**Run 1: routed metal, one colour a layer**

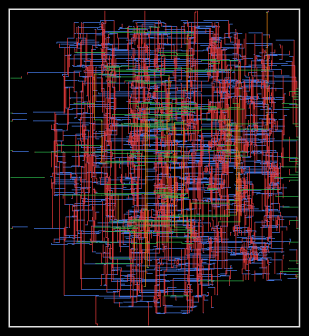
**Run 1: selected gate families**

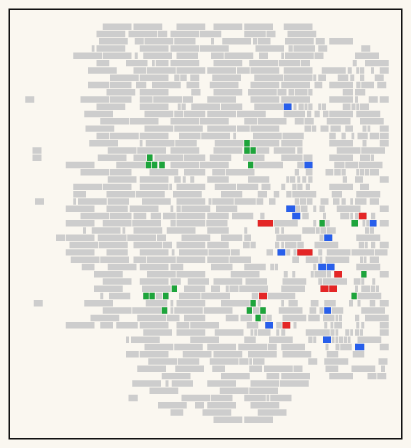
**Run 1: routing congestion**

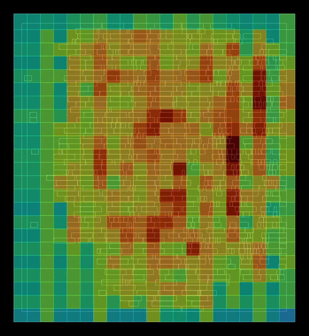
==> config.mk <==
export PLATFORM = sky130hd
export DESIGN_NAME = prog_streamer
export DESIGN_NICKNAME = d
export VERILOG_FILES = /design/src/rtl/prog_streamer.sv
export SDC_FILE = /design/constraint.sdc
export NUM_CORES = 1
export LEC_CHECK = 0
export ABC_AREA = 0
export CELL_PAD_IN_SITES_DETAIL_PLACEMENT = 0
export CELL_PAD_IN_SITES_GLOBAL_PLACEMENT = 1
export CORE_ASPECT_RATIO = 1.1
export CORE_MARGIN = 4
export CORE_UTILIZATION = 48
export CTS_BUF_LIST = sky130_fd_sc_hd__clkbuf_8
export DETAILED_ROUTE_END_ITERATION = 16
export GPL_ROUTABILITY_DRIVEN = 0
export HOLD_SLACK_MARGIN = 0.08
export PLACE_DENSITY = 0.84
export SLEW_MARGIN = 20
export SYNTH_ARGS = -nofsm -noshare
export SYNTH_HDL_FRONTEND = slang
export SYNTH_SLANG_ARGS = --single-unit
export TNS_END_PERCENT = 5
==> constraint.sdc <==
create_clock -name clk -period 5.09 [get_ports clk]
set_clock_uncertainty 0.1 [all_clocks]
set_input_delay 1.018 -clock clk [delete_from_list [all_inputs] [get_ports clk]]
set_output_delay 1.018 -clock clk [all_outputs]
set_load 0.03 [all_outputs]
==> flow_metrics.env, run 1 <==
# flow metrics
export IMPL_powerDensity_nw_per_um2=480
export IMPL_nClkBuffers=37
export IMPL_grt_use_met2_pct=33.4
export IMPL_largest_register_ffs=192
export IMPL_area_growth_syn_to_layout_pct=12.4
export IMPL_htree_num_levels=2
export IMPL_flop_cell="edfxtp_1"
export IMPL_die_h_um=160
export IMPL_cts_clk_slew_worst_paths_ns=0.06
export IMPL_peakVddDrop_v=0.000184
export IMPL_final_antenna_net_count=0
export IMPL_period_minus_slack_ns=3.04
export IMPL_cp_common_cell="a2111oi_0"
export IMPL_first_iter_violations=470
export IMPL_top_layer_used="met4"
export IMPL_largest_class="flip-flops and latches"
export IMPL_maxCapViolCount=0
export IMPL_aoi_share_pct=4.75
export IMPL_syn_nets=619
export IMPL_cp_max_fo=21
export IMPL_worst_path_stages=6
export IMPL_ys_seq_elements=234
export IMPL_fin_ws_ns=2.05
export IMPL_fp_coreArea_um2=20600
export IMPL_layout_drive_gt1_share_pct=19.3
export IMPL_grt_first_pass_wirelength_um=35200
export IMPL_clk_share_pct=5.54
export IMPL_final_layout_top_logic_cells="192 x edfxtp_1, 60 x mux4_2, 41 x clkdlybuf4s50_1, 40 x dfrtp_1, 37 x clkbuf_8"
export IMPL_status="finished, final reports clean"
export IMPL_drv_slew=0
export IMPL_seq_share_pct=60.2
export IMPL_grt_use_met1_pct=25.7
export IMPL_yosysUniqueCellTypes=50
export IMPL_max_slew_margin_pct=28.4
export IMPL_startpoint_type="flip-flop"
export IMPL_diodes=0
export IMPL_hpwl_um=15800
export IMPL_synth_top_cells_by_count="192 x edfxtp_1, 60 x mux4_2, 42 x dfrtp_1, 30 x nor2_1, 27 x nand2_1"
export IMPL_async_reset_ff_share_pct=17.9
export IMPL_synth_cell_area_um2=10100
export IMPL_setup_viol=0
export IMPL_place_ws_ns=1.68
Back to the opening pictures, 'routed metal, one colour a layer':
red -> metal 2  # wire length 11500 um
orange -> metal 4  # wire length 750 um
blue -> metal 1  # wire length 8790 um
green -> metal 3  # wire length 1860 um
post-DR wirelength/cell: 25.0 um
Tot GR Track Use: 20.0%
drt total wl: 22900 um
vias: 5579

Back to the opening pictures, 'selected gate families':
green -> AND and OR gates  # cells 21
blue -> AND-OR and OR-AND gates  # cells 13
red -> XOR/XNOR gates  # cells 8
post-route insts no fill: 919
most numerous logic cell after layout: edfxtp_1
logic gate fraction of the total cell area: 27.3%

Back to the opening pictures, 'routing congestion':
met3 usage: 4.94%
GR peak layer: met2

--- run 2 (diff from run 1) ---
PLACE_DENSITY = 0.87   (was 0.84)
clock period = 2.6 ns   (was 5.09 ns; I/O delays follow)
**Run 2: routed metal, one colour a layer**

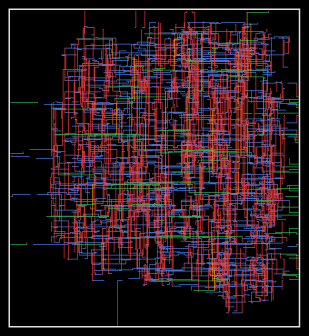
orange -> metal 4  # wire length 626 um
blue -> metal 1  # wire length 8580 um
green -> metal 3  # wire length 1300 um
red -> metal 2  # wire length 10800 um
drt total wl: 21300 um
Tot GR Track Use: 18.9%
vias: 5668

==> flow_metrics.env, run 2 <==
# flow metrics
export IMPL_htree_num_levels=2
export IMPL_clk_share_pct=5.56
export IMPL_peakVddDrop_v=0.000346
export IMPL_area_growth_syn_to_layout_pct=18.7
export IMPL_final_antenna_net_count=0
export IMPL_nClkBuffers=38
export IMPL_avgRoutedWirePerCell_um=21.8
export IMPL_status="finished, final reports clean"
export IMPL_place_ws_ns=0.0403
export IMPL_synth_top_cells_by_count="192 x edfxtp_1, 60 x mux4_2, 42 x dfrtp_1, 30 x nor2_1, 27 x nand2_1"
export IMPL_worst_path_stages=9
export IMPL_grt_busiest_layer="met2"
export IMPL_synth_cell_area_um2=10100
export IMPL_layout_drive_gt1_share_pct=26.1
export IMPL_lay_top_count="edfxtp_1"
export IMPL_ys_seq_elements=234
export IMPL_async_reset_ff_share_pct=17.9
export IMPL_comb_area_share_pct=26.1
export IMPL_powerDensity_nw_per_um2=915
export IMPL_use_met3_pct=4.31
export IMPL_syn_nets=619
export IMPL_fp_coreArea_um2=20600
export IMPL_max_slew_margin_pct=56.6
export IMPL_setup_viol=0
export IMPL_grt_use_met2_pct=31.7
export IMPL_diodes=0
**Run 2: selected gate families**

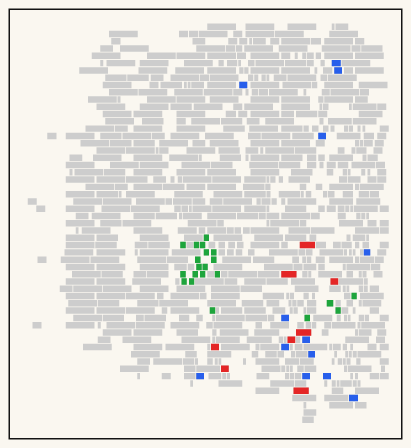

--- run 3 (diff from run 2) ---
--- a/config.mk
+++ b/config.mk
@@ -15,5 +15,6 @@
 export DETAILED_ROUTE_END_ITERATION = 16
+export DONT_BUFFER_PORTS = 1
 export GPL_ROUTABILITY_DRIVEN = 0
 export HOLD_SLACK_MARGIN = 0.08
-export PLACE_DENSITY = 0.87
+export PLACE_DENSITY = 0.84
 export SLEW_MARGIN = 20
--- a/constraint.sdc
+++ b/constraint.sdc
@@ -4,2 +4,2 @@
 set_output_delay 0.52 -clock clk [all_outputs]
-set_load 0.03 [all_outputs]
+set_load 0.01 [all_outputs]
**Run 3: selected gate families**

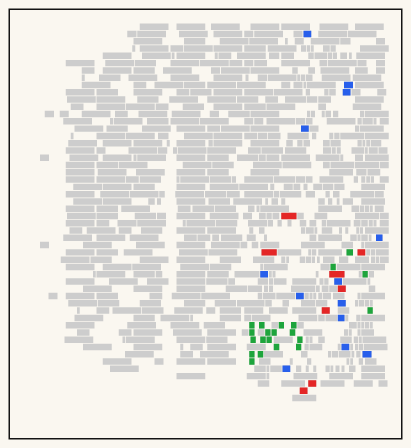
red -> XOR/XNOR gates  # cells 8
green -> AND and OR gates  # cells 21
blue -> AND-OR and OR-AND gates  # cells 13
logic gate fraction of the total cell area: 26.6%
post-route insts no fill: 945

==> flow_metrics.env, run 3 <==
# flow metrics
export IMPL_status="finished, final reports clean"
export IMPL_maxCapViolCount=0
export IMPL_period_minus_slack_ns=2.51
export IMPL_first_iter_violations=494
export IMPL_use_met3_pct=4.28
export IMPL_grt_use_met2_pct=33.2
export IMPL_drv_slew=0
export IMPL_synth_cell_area_um2=10100
export IMPL_lay_top_count="edfxtp_1"
export IMPL_flop_cell="edfxtp_1"
export IMPL_place_ws_ns=0.0552
export IMPL_via_count=5596
export IMPL_routed_wl_um=22300
export IMPL_grt_busiest_layer="met2"
export IMPL_setup_viol=0
export IMPL_nClkBuffers=42
export IMPL_syn_nets=619
export IMPL_final_antenna_net_count=0
export IMPL_largest_register_ffs=192
export IMPL_startpoint_type="flip-flop"
export IMPL_fin_ws_ns=0.0878
export IMPL_powerDensity_nw_per_um2=902
export IMPL_diodes=1
export IMPL_seq_share_pct=58.3
export IMPL_area_growth_syn_to_layout_pct=16.2
export IMPL_worst_path_stages=7
export IMPL_cp_max_fo=57
export IMPL_peakVddDrop_v=0.000352
export IMPL_fp_coreArea_um2=20600
export IMPL_grt_use_met1_pct=25.3
export IMPL_grt_total_usage_pct=19.5
export IMPL_ys_seq_elements=234
export IMPL_yosysUniqueCellTypes=50
export IMPL_cts_clk_slew_worst_paths_ns=0.06
export IMPL_top_layer_used="met4"
export IMPL_hpwl_um=14000
export IMPL_avgRoutedWirePerCell_um=23.6
export IMPL_clk_share_pct=5.93
export IMPL_final_layout_top_logic_cells="192 x edfxtp_1, 60 x mux4_2, 42 x clkbuf_8, 40 x dfrtp_1, 30 x nor2_1"
export IMPL_synth_top_cells_by_count="192 x edfxtp_1, 60 x mux4_2, 42 x dfrtp_1, 30 x nor2_1, 27 x nand2_1"
